==> src/rtl/instruction_fetch_unit.sv <==
// instruction_fetch_unit
//
// Sequential front end of the MIPS core. Owns the program counter, issues one word read at a
// time on the Avalon-style instruction bus, and hands each fetched word to decode with a
// valid/ready handshake. Taken branches/jumps redirect the PC after the delay slot; control
// reaching HALT_ADDRESS parks the unit until reset.
//
// Optional feature: define FETCH_BYTE_SWAP_EN to byte-reverse avm_readdata before capture.
//
// Ports:
//   clk, reset          rising-edge clock, synchronous active-high reset
//   avm_address         read address (= pc), always word-aligned
//   avm_read            read request, high only while fetching
//   avm_waitrequest     slave stall; request is held while high
//   avm_readdata        read data, taken when avm_read=1 and avm_waitrequest=0
//   instruction         fetched instruction word
//   instruction_pc      address of the fetched word
//   instruction_valid   word held and not yet accepted by decode
//   decode_ready        decode accepts the held word at this edge
//   redirect            branch/jump taken, sampled only in an accept cycle
//   redirect_target     redirect destination, low two bits ignored
//   active              core running; low once halted
module instruction_fetch_unit #(
    parameter logic [31:0] RESET_VECTOR = 32'hBFC00000,
    parameter logic [31:0] HALT_ADDRESS = 32'h00000000
) (
    input  logic        clk,
    input  logic        reset,
    output logic [31:0] avm_address,
    output logic        avm_read,
    input  logic        avm_waitrequest,
    input  logic [31:0] avm_readdata,
    output logic [31:0] instruction,
    output logic [31:0] instruction_pc,
    output logic        instruction_valid,
    input  logic        decode_ready,
    input  logic        redirect,
    input  logic [31:0] redirect_target,
    output logic        active
);

    typedef enum logic [1:0] {
        StFetch  = 2'd0,
        StHold   = 2'd1,
        StHalted = 2'd2
    } state_e;

    state_e      state_q;
    logic [31:0] pc_q;
    logic        pending_q;
    logic [31:0] pending_target_q;
    logic [31:0] instruction_q;
    logic [31:0] instruction_pc_q;

    logic [31:0] fetch_word;
    logic [31:0] npc;

`ifdef FETCH_BYTE_SWAP_EN
    assign fetch_word = {avm_readdata[7:0], avm_readdata[15:8],
                         avm_readdata[23:16], avm_readdata[31:24]};
`else
    assign fetch_word = avm_readdata;
`endif

    // A pending redirect wins over everything: the word being accepted is its delay slot.
    always_comb begin
        npc = pc_q + 32'd4;
        if (pending_q) begin
            npc = pending_target_q;
        end
    end

    always_ff @(posedge clk) begin
        if (reset) begin
            state_q          <= StFetch;
            pc_q             <= RESET_VECTOR;
            pending_q        <= 1'b0;
            pending_target_q <= 32'd0;
            instruction_q    <= 32'd0;
            instruction_pc_q <= 32'd0;
        end else begin
            case (state_q)
                StFetch: begin
                    if (!avm_waitrequest) begin
                        instruction_q    <= fetch_word;
                        instruction_pc_q <= pc_q;
                        state_q          <= StHold;
                    end
                end
                StHold: begin
                    if (decode_ready) begin
                        pc_q <= npc;
                        if (pending_q) begin
                            // Redirect from a delay slot is dropped.
                            pending_q <= 1'b0;
                        end else if (redirect) begin
                            pending_q        <= 1'b1;
                            pending_target_q <= redirect_target & 32'hFFFF_FFFC;
                        end
                        state_q <= (npc == HALT_ADDRESS) ? StHalted : StFetch;
                    end
                end
                StHalted: begin
                    state_q <= StHalted;
                end
                default: begin
                    state_q <= StHalted;
                end
            endcase
        end
    end

    assign avm_address       = pc_q;
    assign avm_read          = (state_q == StFetch);
    assign instruction_valid = (state_q == StHold);
    assign active            = (state_q != StHalted);
    assign instruction       = instruction_q;
    assign instruction_pc    = instruction_pc_q;

endmodule

==> config.mk <==
export PLATFORM = sky130hd
export DESIGN_NAME = instruction_fetch_unit
export DESIGN_NICKNAME = d
export VERILOG_FILES = /design/src/rtl/instruction_fetch_unit.sv
export SDC_FILE = /design/constraint.sdc
export NUM_CORES = 1
export LEC_CHECK = 0
export ABC_AREA = 1
export CORE_ASPECT_RATIO = 0.75
export CORE_UTILIZATION = 48
export DETAILED_ROUTE_END_ITERATION = 6
export GPL_ROUTABILITY_DRIVEN = 1
export PLACE_DENSITY_LB_ADDON = 0.2
export SETUP_SLACK_MARGIN = 0.02
export SYNTH_ARGS = -nofsm -noshare
export SYNTH_HDL_FRONTEND = slang
export SYNTH_SLANG_ARGS = --single-unit
export TNS_END_PERCENT = 100
==> constraint.sdc <==
create_clock -name clk -period 2.34 [get_ports clk]
set_input_delay 0.351 -clock clk [delete_from_list [all_inputs] [get_ports clk]]
set_output_delay 0.351 -clock clk [all_outputs]
set_load 0.1 [all_outputs]
==> reports/summary.log, run 1 <==
INFO  status         outcome=finished clean
INFO  drt            routed-via-count=6067
INFO  setup_path     crit_type=flip-flop to flip-flop
INFO  flow_run       log.warning_count=28
INFO  clock_tree     clk_path_buf_depth=2
INFO  sta            rsz0062_at_grt=false
INFO  sta            max_clock_freq=474MHz
INFO  final_layout   areaGrowthSynthToFinish=36.9%
INFO  hold_path      timing.hold.worst_path_depth=2
INFO  final_layout   lay_top_count=sky130_fd_sc_hd__nor2_1
INFO  clock_tree     clock_transition_at_the_register_clock_pins_on_the_worst_setup_and_hold_paths_after_cts=0.06ns
INFO  clock_tree     cts-htree-levels=4
INFO  floorplanning  die_y=97.9um
INFO  hold_path      min-delay-path-class=flip-flop to flip-flop
INFO  final_layout   final_net_count=1081
INFO  yosys          synth_sequential_area_ratio=43.8%
INFO  drt            remaining_drc_errors=0
INFO  sta            finalHoldViolations=0
INFO  sta            final-max-slew-violation-count=0
INFO  flow_run       drv_cap=0
INFO  yosys          syn-instance-count=852
INFO  sta            min_period_over_period=90.2%
INFO  power          leakagePower=3.81nW
INFO  drt            drt-initial-drc-count=611
INFO  yosys          synthDominantAreaCellType=sky130_fd_sc_hd__dfxtp_1
INFO  drt            drt_pre_antenna_iters=5
INFO  final_layout   diodes=0
INFO  floorplanning  chipArea=0.0127mm^2
INFO  yosys          synth_flop_count=129
INFO  yosys          synthDominantCellAreaShare=43.8%
INFO  setup_path     timing.critical_path.required=2.69ns
INFO  clock_tree     tritoncts=built
INFO  place          dp.final_hpwl=12200um
INFO  yosys          yosys.stat.chipArea=0.00589mm^2
INFO  sta            timing.setup.tns=0ns
INFO  global_route   antenna_found_initial=0
INFO  clock_tree     clock-sinks=129
INFO  place          place_congestion=0.906
INFO  floorplanning  floorplan.core_util=50.0%
INFO  setup_path     critical_path.startpoint_type=flip-flop
INFO  clock_tree     cts-hold-fix-buffers=0
INFO  global_route   grt_remaining_overflow=0
INFO  clock_tree     postCtsSetupRepairBufs=0
INFO  yosys          synth_cell_types=32
INFO  clock_tree     clock_latency=0.41ns
INFO  floorplanning  die_width=130um
INFO  clock_tree     cts-buffers-inserted=17
INFO  final_layout   final_layout_size_suffix_gt1_share=19.7%
INFO  sta            max_slew_headroom=67.5%
INFO  drt            finalWirelength=17200um
INFO  yosys          syn_nets=922
INFO  clock_tree     post_cts_gate_resize_count=0
INFO  sta            tightestPinTransition=0.487ns
INFO  power          peakVddDrop=0.601mV
INFO  global_route   vias_in_the_first_global_route=5680
INFO  final_layout   mostFrequentLayoutCells=159 x sky130_fd_sc_hd__nor2_1, 157 x sky130_fd_sc_hd__nand2_1, 122 x sky130_fd_sc_hd__o21ai_0, 117 x sky130_fd_sc_hd__buf_4, 115 x sky130_fd_sc_hd__dfxtp_1
INFO  clock_tree     cts_root_buffer=sky130_fd_sc_hd__clkbuf_16
INFO  yosys          synth_warn=0
INFO  floorplanning  std_cell_rows=34
INFO  drt            post_drt_wl_per_cell=14.5um
INFO  sta            finalCriticalPeriod=2.11ns
INFO  setup_path     regToRegSetupSlack=0.23ns
INFO  drt            antenna_left=0
INFO  yosys          post_synth.cell_area_avg=6.91um^2
INFO  final_layout   num-fill-cells=996
INFO  setup_path     biggest_fanout_along_the_worst_timing_path=8
INFO  global_route   track_usage=28.2%
INFO  yosys          ys_top_cells_by_area=sky130_fd_sc_hd__dfxtp_1 44%, sky130_fd_sc_hd__o21ai_0 10%, sky130_fd_sc_hd__nor2_1 10%
## run 1: per-stage QoR
stage	hold slack (ns)	instances	setup WS, ns	power (W)	instance area, um^2
after floorplan	0.429	852	0.0227	0.00369	5910
after global placement	0.442	1154	0.359	0.00411	7500
after detailed placement	0.445	1154	0.312	0.00412	7500
after CTS	0.454	1183	0.277	0.00664	8060
after global routing	0.468	1183	0.122	0.00687	8060
final	0.451	1183	0.230	0.00662	8060
## run 1: kinds of logic after synthesis
logic type               share of synthesized area, %
AND-OR/OR-AND                                    17.2
flip-flops                                       43.8
AND/OR/NAND/NOR                                  30.9
buffers and inverters                            7.82
adder cells (fa/ha/maj)                         0.212
## run 1: sequential cells by signal, indices dropped and copies added (netlist names)
signal,flops
pending_target_q,30
pending_q,1
instruction_pc,32
state_q,2
avm_address,32
instruction,32
## run 1: worst paths after layout
check	endpoint	start
worst max-delay path	state_q[1]	avm_address[2]
worst min-delay path	pending_target_q[26]	pending_target_q[26]
worst max register to register	state_q[1]	avm_address[2]
worst min register to register	pending_target_q[26]	pending_target_q[26]
## run 1: routing by layer
layer  routed length (um)  part of all wire (%)  up-vias  track usage [%]
li1                     -                     -     3073                -
met2                 7260                    42      221             41.8
met1                 8100                    47     2751             39.8
met4                  202                   1.2        0             8.50
met5                    0                     0        -                0
met3                 1590                   9.2       22             7.40
## run 1: worst max-delay path, cell delays in order, from the launching register on
cell and delay (ns):
sky130_fd_sc_hd__dfxtp_2 0.32, sky130_fd_sc_hd__ha_1 0.24, sky130_fd_sc_hd__inv_1 0.14, sky130_fd_sc_hd__nor2_8 0.22
sky130_fd_sc_hd__nand3_4 0.14, sky130_fd_sc_hd__nor2_4 0.13, sky130_fd_sc_hd__nand2_1 0.06, sky130_fd_sc_hd__nand3_1 0.11
sky130_fd_sc_hd__nand2_1 0.10, sky130_fd_sc_hd__nor2_1 0.12, sky130_fd_sc_hd__nand2_1 0.08, sky130_fd_sc_hd__nor2_2 0.13
sky130_fd_sc_hd__nand3_2 0.12, sky130_fd_sc_hd__a21oi_2 0.12
## run 1: final cells by class
type | instances | area [um^2] | area share [%]
Inverter | 74 | 278 | 3.45
Clock buffer | 24 | 512 | 6.35
Sequential cell | 129 | 2600 | 32.3
Tap cell | 162 | 203 | 2.51
Multi-Input combinational cell | 605 | 2860 | 35.4
Clock inverter | 5 | 52.6 | 0.652
Timing Repair Buffer | 184 | 1560 | 19.3
## run 1: power breakdown
part	total [W]	internal, W	switching (W)	leakage (nW)
Sequential	0.00245	0.00235	0.000106	1.07
Combinational	0.00163	0.000385	0.00125	2.46
Clock	0.00254	0.00161	0.000929	0.280
## run 1: Yosys cell counts, drive strengths merged
| cell | n |
|---|---|
| clkinv | 3 |
| nand4 | 7 |
| or2 | 3 |
| buf | 9 |
| nand3 | 49 |
| nand3b | 2 |
| o211ai | 7 |
| o21a | 1 |
| nor2 | 178 |
| a31oi | 2 |
| ha | 1 |
| a21oi | 62 |
| nand2 | 167 |
| clkbuf | 35 |
| o21ai | 125 |
| nor3 | 1 |
| inv | 71 |
| dfxtp | 129 |
==> run_1/placement.png <==
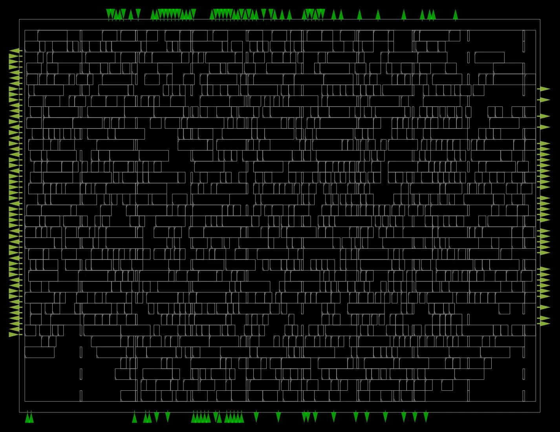
register share of the cell area: 32.3%
Util after Layout: 68.4%
core box area: 0.0118 mm^2

==> run_1/layer_met3.png <==
Bar = 50 um.
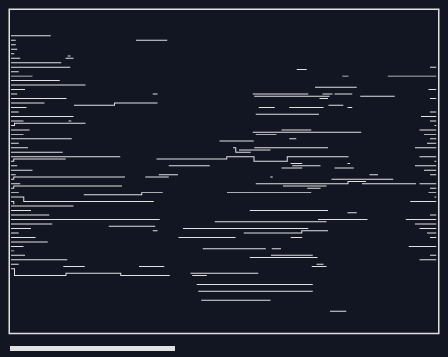
The longest straight run is 44.9 um. The layer carries 1590 um of wire. 133 nets have wire on it. The wires run mostly horizontal. The layer holds 9.2% of the routed length.

==> run_1/placement_by_type.png <==
Fill, decap, tap and diode cells in grey.
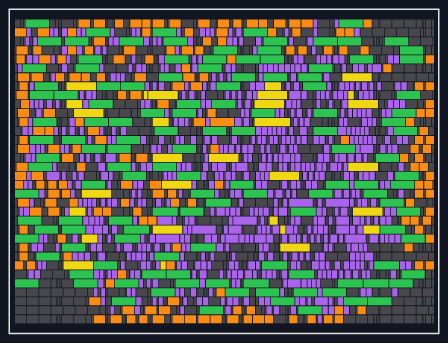
Key: purple = combinational and other logic [cells 679]; yellow = clock drivers and dummy loads [cells 29]; green = flops [cells 129]; orange = other buffers and delay cells [cells 184]

==> run_1/io_fan.png <==
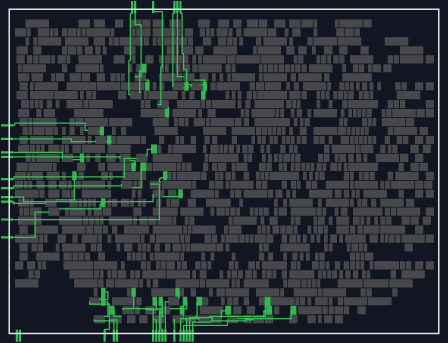
Key: green = redirect_target [direction input, edge 16 bottom, 10 left, 6 top, end cells 30, buffers 30, wire 800 um]
top-level I/O count: 168
count of port buffers added during placement: 165

==> inputs of run 2 (changes only) <==
Settings changed: ABC_CLOCK_PERIOD_IN_PS from default to 2340, REMOVE_ABC_BUFFERS from default to 1.
==> run_2/placement.png <==
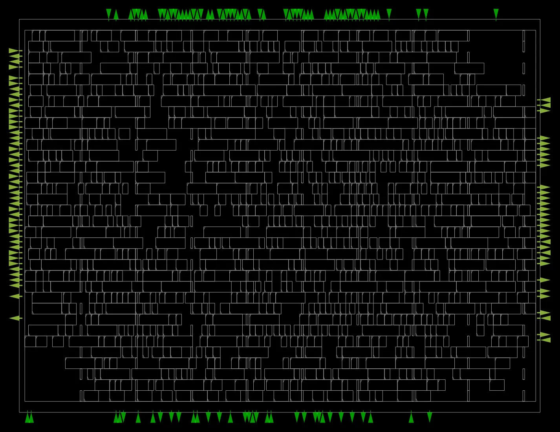
tapcell count: 162
Util after Layout: 68.3%

==> run 2 against run 1 <==
Net effect: clock power about the same; final area down 0.16%; via count is essentially flat; critical path depth is 1 lower; total power about the same; synthesized area unchanged; clock skew is 0.0015 ns higher; synthesized cell count did not move.
==> reports/summary.log, run 2 <==
INFO  floorplanning  std_cell_rows=34 [unchanged]
INFO  sta            final-max-slew-violation-count=0 [unchanged]
INFO  final_layout   diodes=0 [unchanged]
INFO  yosys          synth_compound_gate_area_share=17.2% [unchanged]
INFO  power          leakagePower=3.80nW [-0.14%]
INFO  sta            rsz0062_at_grt=false
INFO  yosys          dominantRegCellSynth=sky130_fd_sc_hd__dfxtp_1
INFO  flow_run       drv_cap=0 [unchanged]
INFO  place          port_buffers=165 [unchanged]
INFO  hold_path      min-delay-path-class=flip-flop to flip-flop
INFO  global_route   grt_remaining_overflow=0 [unchanged]
INFO  sta            max_clock_freq=501MHz [+5.7%]
INFO  drt            routed-via-count=6073 [+0.099%]
INFO  yosys          simple_gate_share=30.9% [unchanged]
INFO  drt            drt_pre_antenna_iters=5 [unchanged]
INFO  sta            hold_slack=0.451ns [+0.000181 ns]
INFO  global_route   vias_in_the_first_global_route=5594 [-1.5%]
INFO  sta            min_period_over_period=85.3% [-4.9 points]
INFO  yosys          post_synth_main_logic_family=simple AND/OR/NAND/NOR gates
INFO  yosys          synth_sequential_area_ratio=43.8% [unchanged]
INFO  clock_tree     post_cts_gate_resize_count=0 [unchanged]
INFO  status         outcome=finished clean
INFO  yosys          synthDominantCellAreaShare=43.8% [unchanged]
INFO  final_layout   final_layout_size_suffix_gt1_share=18.3% [-1.3 points]
INFO  yosys          synthTopCellsByCount=161 x sky130_fd_sc_hd__nor2_1, 157 x sky130_fd_sc_hd__nand2_1, 129 x sky130_fd_sc_hd__dfxtp_1, 122 x sky130_fd_sc_hd__o21ai_0, 67 x sky130_fd_sc_hd__inv_1
INFO  sta            tightestPinTransition=0.481ns [-0.00556 ns]
INFO  clock_tree     tritoncts=built
INFO  clock_tree     cts-htree-levels=4 [unchanged]
INFO  clock_tree     clock-sinks=129 [unchanged]
INFO  setup_path     critical_path.startpoint_type=flip-flop
INFO  floorplanning  die_width=130um [unchanged]
INFO  yosys          yosys_top_cell_by_instances=sky130_fd_sc_hd__nor2_1
INFO  final_layout   final_cell_area=0.00805mm^2 [-0.16%]
INFO  yosys          xor_area_share=0% [unchanged]
INFO  clock_tree     cts-hold-fix-buffers=0 [unchanged]
INFO  sta            finalCriticalPeriod=2.00ns [-0.114 ns]
INFO  yosys          synth_flop_count=129 [unchanged]
INFO  yosys          yosys.stat.chipArea=0.00589mm^2 [unchanged]
INFO  sta            finalHoldViolations=0 [unchanged]
INFO  floorplanning  chipArea=0.0127mm^2 [unchanged]
INFO  setup_path     crit_type=flip-flop to flip-flop
INFO  drt            finalWirelength=17000um [-0.96%]
INFO  floorplanning  die_y=97.9um [unchanged]
INFO  yosys          synth_warn=0 [unchanged]
INFO  yosys          synthMuxAreaShare=0% [unchanged]
INFO  yosys          enable_flop_cells=0 [unchanged]
INFO  drt            antenna_left=0 [unchanged]
INFO  place          post_dp_cell_area=0.00748mm^2 [-0.17%]
INFO  yosys          synth_cell_types=32 [unchanged]
INFO  yosys          synthAdderAreaFrac=0.212% [unchanged]
INFO  setup_path     biggest_fanout_along_the_worst_timing_path=8 [unchanged]
INFO  flow_run       log.warning_count=27 [-3.6%]
INFO  final_layout   areaGrowthSynthToFinish=36.6%
INFO  yosys          synth-async-reset-ratio=0% [unchanged]
INFO  clock_tree     postCtsSetupRepairBufs=0 [unchanged]
INFO  place          place_congestion=0.937 [+3.5%]
INFO  clock_tree     clock_latency=0.42ns [about the same]
==> run_2/layer_met2.png <==
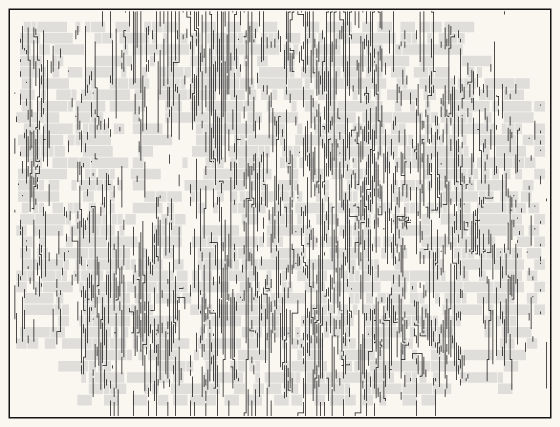
855 nets have wire on it. The wires run mostly vertical. The layer carries 7330 um of wire. The layer holds 43% of the routed length. The longest straight run is 38.4 um.

-- run 2: cell counts after synthesis --
Identical to the previous run, type by type.
-- run 2: area by class of cell --
cell class / count / area (um^2)
Multi-Input combinational cell: 605 / 2850
Sequential cell: 129 / 2580
Clock buffer: 21 / 450
Clock inverter: 11 / 114
Inverter: 74 / 278
Tap cell: 162 / 203
Timing Repair Buffer: 185 / 1570
Fill cell: 1043 / 3740
-- run 2: worst paths after layout --
kind,startpoint,to,depth (start not counted),slack [ns]
max,avm_address[5],state_q[1],12,0.34
min,pending_target_q[25],pending_target_q[25],2,0.45
max reg2reg,avm_address[5],state_q[1],12,0.34
min reg2reg,pending_target_q[25],pending_target_q[25],2,0.45
-- run 2: cells by family after synthesis --
kind of cell	count (synthesis)
simple gates	407
compound gates	197
flops	129
buf+inv	118
fa+ha+maj	1
-- run 2: worst max-delay path, stage by stage, from the launching register on --
cell and delay, ns:
sky130_fd_sc_hd__dfxtp_1 0.47, sky130_fd_sc_hd__nand2_2 0.17, sky130_fd_sc_hd__nor2_8 0.22, sky130_fd_sc_hd__nand3_4 0.15, sky130_fd_sc_hd__nand2_1 0.09, sky130_fd_sc_hd__nand3_1 0.06
sky130_fd_sc_hd__nand2_1 0.08, sky130_fd_sc_hd__nand2_1 0.09, sky130_fd_sc_hd__nor2_1 0.19, sky130_fd_sc_hd__nand2_1 0.09, sky130_fd_sc_hd__nor2_2 0.09, sky130_fd_sc_hd__nand3_2 0.10
sky130_fd_sc_hd__a21oi_2 0.11
-- run 2: per-stage QoR --
stage / total power (W) / TNS (ns) / instances / worst slack, ns / util, %
6_report: 0.00662 / 0 / 1187 / 0.344 / 68.3
5_1_grt: 0.00687 / 0 / 1187 / 0.137 / 68.3
4_1_cts: 0.00665 / 0 / 1187 / 0.366 / 68.3
3_5_place_dp: 0.00412 / 0 / 1155 / 0.396 / 63.5
3_3_place_gp: 0.00410 / 0 / 1155 / 0.421 / 63.5
2_1_floorplan: 0.00366 / -237.44 / 808 / -3.96 / -
-- run 2: routing by layer --
metal | up-vias | wire (um) | GRT usage, %
li1 | 3072 | - | -
met1 | 2763 | 8140 | 39.7
met2 | 213 | 7330 | 40.1
met3 | 25 | 1260 | 7.40
met4 | 0 | 258 | 10.2
met5 | - | 0 | 0
-- run 2: power breakdown --
part,total [W],switching [W],internal (W)
clock,0.00254,0.000959,0.00158
combinational,0.00164,0.00125,0.000386
sequential,0.00244,0.000103,0.00234
==> inputs of run 3 (changes only) <==
Settings changed: CORE_MARGIN from default to 2.
==> run_3/layer_met2.png <==
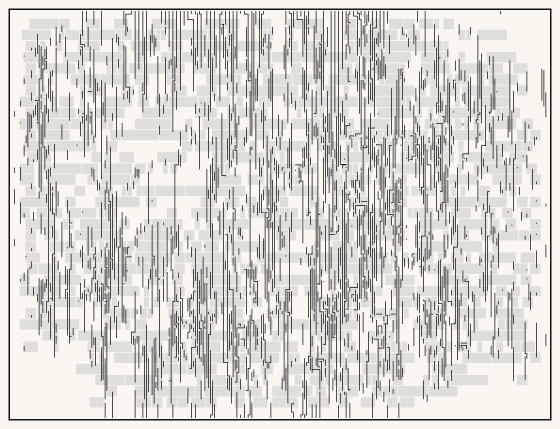
The layer carries 7220 um of wire. The layer holds 43% of the routed length. 832 nets have wire on it. The longest straight run is 39.1 um. The wires run mostly vertical.

==> run 3 against run 2 <==
Net effect: global-route usage is 1.8 points lower; wire length fell by 0.58%; critical path type unchanged; first-iteration DRC count is 0.92% higher; critical endpoint unchanged.
==> reports/summary.log, run 3 <==
INFO  setup_path     crit_type=flip-flop to flip-flop
INFO  drt            antenna_left=0 [unchanged]
INFO  sta            max_slew_headroom=71.1%
INFO  global_route   grt_remaining_overflow=0 [unchanged]
INFO  clock_tree     postCtsSetupRepairBufs=0 [unchanged]
INFO  place          post_dp_cell_area=0.00751mm^2 [+0.40%]
INFO  flow_run       log.warning_count=27 [unchanged]
INFO  sta            max_clock_freq=483MHz [-3.5%]
INFO  yosys          synth_warn=0 [unchanged]
INFO  power          power.sequential.fraction=36.6% [-0.3 points]
INFO  yosys          synth_flop_count=129 [unchanged]
INFO  flow_run       drv_cap=0 [unchanged]
INFO  clock_tree     cts-htree-levels=4 [unchanged]
INFO  clock_tree     tritoncts=built
INFO  yosys          synth-async-reset-ratio=0% [unchanged]
INFO  final_layout   diodes=0 [unchanged]
INFO  final_layout   areaGrowthSynthToFinish=37.3%
INFO  drt            routed-via-count=6067 [-0.099%]
INFO  setup_path     critical_path.startpoint_type=flip-flop
INFO  power          leakagePower=3.82nW [+0.41%]
INFO  place          port_buffers=165 [unchanged]
INFO  yosys          synthTopCellsByCount=161 x sky130_fd_sc_hd__nor2_1, 157 x sky130_fd_sc_hd__nand2_1, 129 x sky130_fd_sc_hd__dfxtp_1, 122 x sky130_fd_sc_hd__o21ai_0, 67 x sky130_fd_sc_hd__inv_1
INFO  clock_tree     post_cts_gate_resize_count=0 [unchanged]
INFO  yosys          dominantRegCellSynth=sky130_fd_sc_hd__dfxtp_1
INFO  floorplanning  chipArea=0.0132mm^2 [+3.6%]
INFO  status         outcome=finished clean
INFO  sta            timing.setup.tns=0ns [unchanged]
INFO  final_layout   final_layout_size_suffix_gt1_share=18.3% [unchanged]
INFO  yosys          synth_cell_types=32 [unchanged]
INFO  yosys          yosys_top_cell_by_instances=sky130_fd_sc_hd__nor2_1
INFO  clock_tree     clock-sinks=129 [unchanged]
INFO  sta            final-max-slew-violation-count=0 [unchanged]
INFO  sta            min_period_over_period=88.4% [+3.1 points]
INFO  sta            tightestPinTransition=0.433ns [-0.0480 ns]
INFO  global_route   vias_in_the_first_global_route=5559 [-0.63%]
INFO  sta            hold_slack=0.454ns [+0.00299 ns]
INFO  drt            finalWirelength=16900um [-0.58%]
INFO  final_layout   final_cell_area=0.00809mm^2 [+0.50%]
INFO  floorplanning  die_y=99.9um [+2.0%]
INFO  power          internal_power=0.00435W [+0.94%]
INFO  clock_tree     cts-hold-fix-buffers=0 [unchanged]
INFO  sta            finalCriticalPeriod=2.07ns [+0.0728 ns]
INFO  place          place_congestion=0.938 [about the same]
INFO  sta            finalHoldViolations=0 [unchanged]
INFO  yosys          synthDominantCellAreaShare=43.8% [unchanged]
==> run_3/placement.png <==
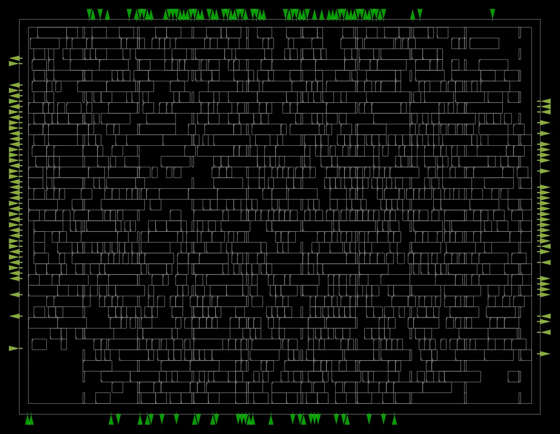
non-filler cells, final: 1191
Util after Layout: 66.7%
standard-cell row count: 35
tapcell count: 166

## run 3: cell count changes in the layout (fill, tap and decap cells not counted)
cell,before,now
sky130_fd_sc_hd__buf_12,1,3
sky130_fd_sc_hd__buf_4,118,116
sky130_fd_sc_hd__clkbuf_8,1,2
sky130_fd_sc_hd__clkinv_2,6,5
sky130_fd_sc_hd__clkinv_4,1,2
sky130_fd_sc_hd__clkinvlp_4,2,1
## run 3: cells by family (layout without fill, tap and decap cells)
kind of cell	count (synthesis)	count (layout)	share of synthesized area [%]
flops	129	129	43.8
fa+ha+maj	1	1	0.212
simple gates	407	407	30.9
compound gates	197	197	17.2
buf+inv	118	291	7.82
## run 3: routing by layer
| layer | vias to the layer above | global-route usage [%] | part of all wire [%] |
|---|---|---|---|
| li1 | 3079 | - | - |
| met1 | 2752 | 36.5 | 48 |
| met2 | 216 | 38.8 | 43 |
| met3 | 20 | 7.42 | 8.1 |
| met4 | 0 | 8.36 | 1.5 |
| met5 | - | 0 | 0 |
## run 3: worst max-delay path, cell delays in order (launching register included)
cell	delay, ns
sky130_fd_sc_hd__dfxtp_1	0.34
sky130_fd_sc_hd__ha_1	0.26
sky130_fd_sc_hd__inv_1	0.15
sky130_fd_sc_hd__nor2_8	0.23
sky130_fd_sc_hd__nand2_4	0.09
sky130_fd_sc_hd__nor2_8	0.13
sky130_fd_sc_hd__nand2_2	0.07
sky130_fd_sc_hd__nand2_1	0.06
sky130_fd_sc_hd__nand3_1	0.06
sky130_fd_sc_hd__nand2_1	0.10
sky130_fd_sc_hd__nand2_1	0.05
sky130_fd_sc_hd__inv_1	0.05
sky130_fd_sc_hd__nand2_1	0.10
sky130_fd_sc_hd__nor2_2	0.13
sky130_fd_sc_hd__nand3_2	0.08
sky130_fd_sc_hd__a21oi_2	0.11
## run 3: worst paths after layout
| check | end | from | cells past startpoint |
|---|---|---|---|
| max | state_q[1] | avm_address[2] | 15 |
| max reg2reg | state_q[1] | avm_address[2] | 15 |
| min | pending_target_q[25] | pending_target_q[25] | 2 |
| min reg2reg | pending_target_q[25] | pending_target_q[25] | 2 |
## run 3: cell type report
class / instances / area, um^2
tap: 166 / 208
multi-input combinational: 605 / 2850
sequential: 129 / 2580
clock buffer: 22 / 464
fill: 1086 / 4040
inverter: 74 / 278
timing repair buffer: 185 / 1590
clock inverter: 10 / 110
## run 3: power groups by stage
stage	Clock (W)	Sequential, W	Combinational (W)
final	0.00259	0.00244	0.00164
after global routing	0.00272	0.00246	0.00173
after CTS	0.00263	0.00244	0.00165
after detailed placement	0	0.00248	0.00164
after global placement	0	0.00248	0.00163
after floorplan	0	0.00333	0.000328
## run 3: metrics by stage
step | std cells | setup WS, ns | total power (W)
after CTS | 1191 | 0.268 | 0.00672
after global routing | 1191 | 0.0388 | 0.00691
final | 1191 | 0.271 | 0.00668
after floorplan | 808 | -3.96 | 0.00366
after detailed placement | 1159 | 0.298 | 0.00413
after global placement | 1159 | 0.338 | 0.00411
Power figures rest on the tool's default switching activity, not on a simulated workload.
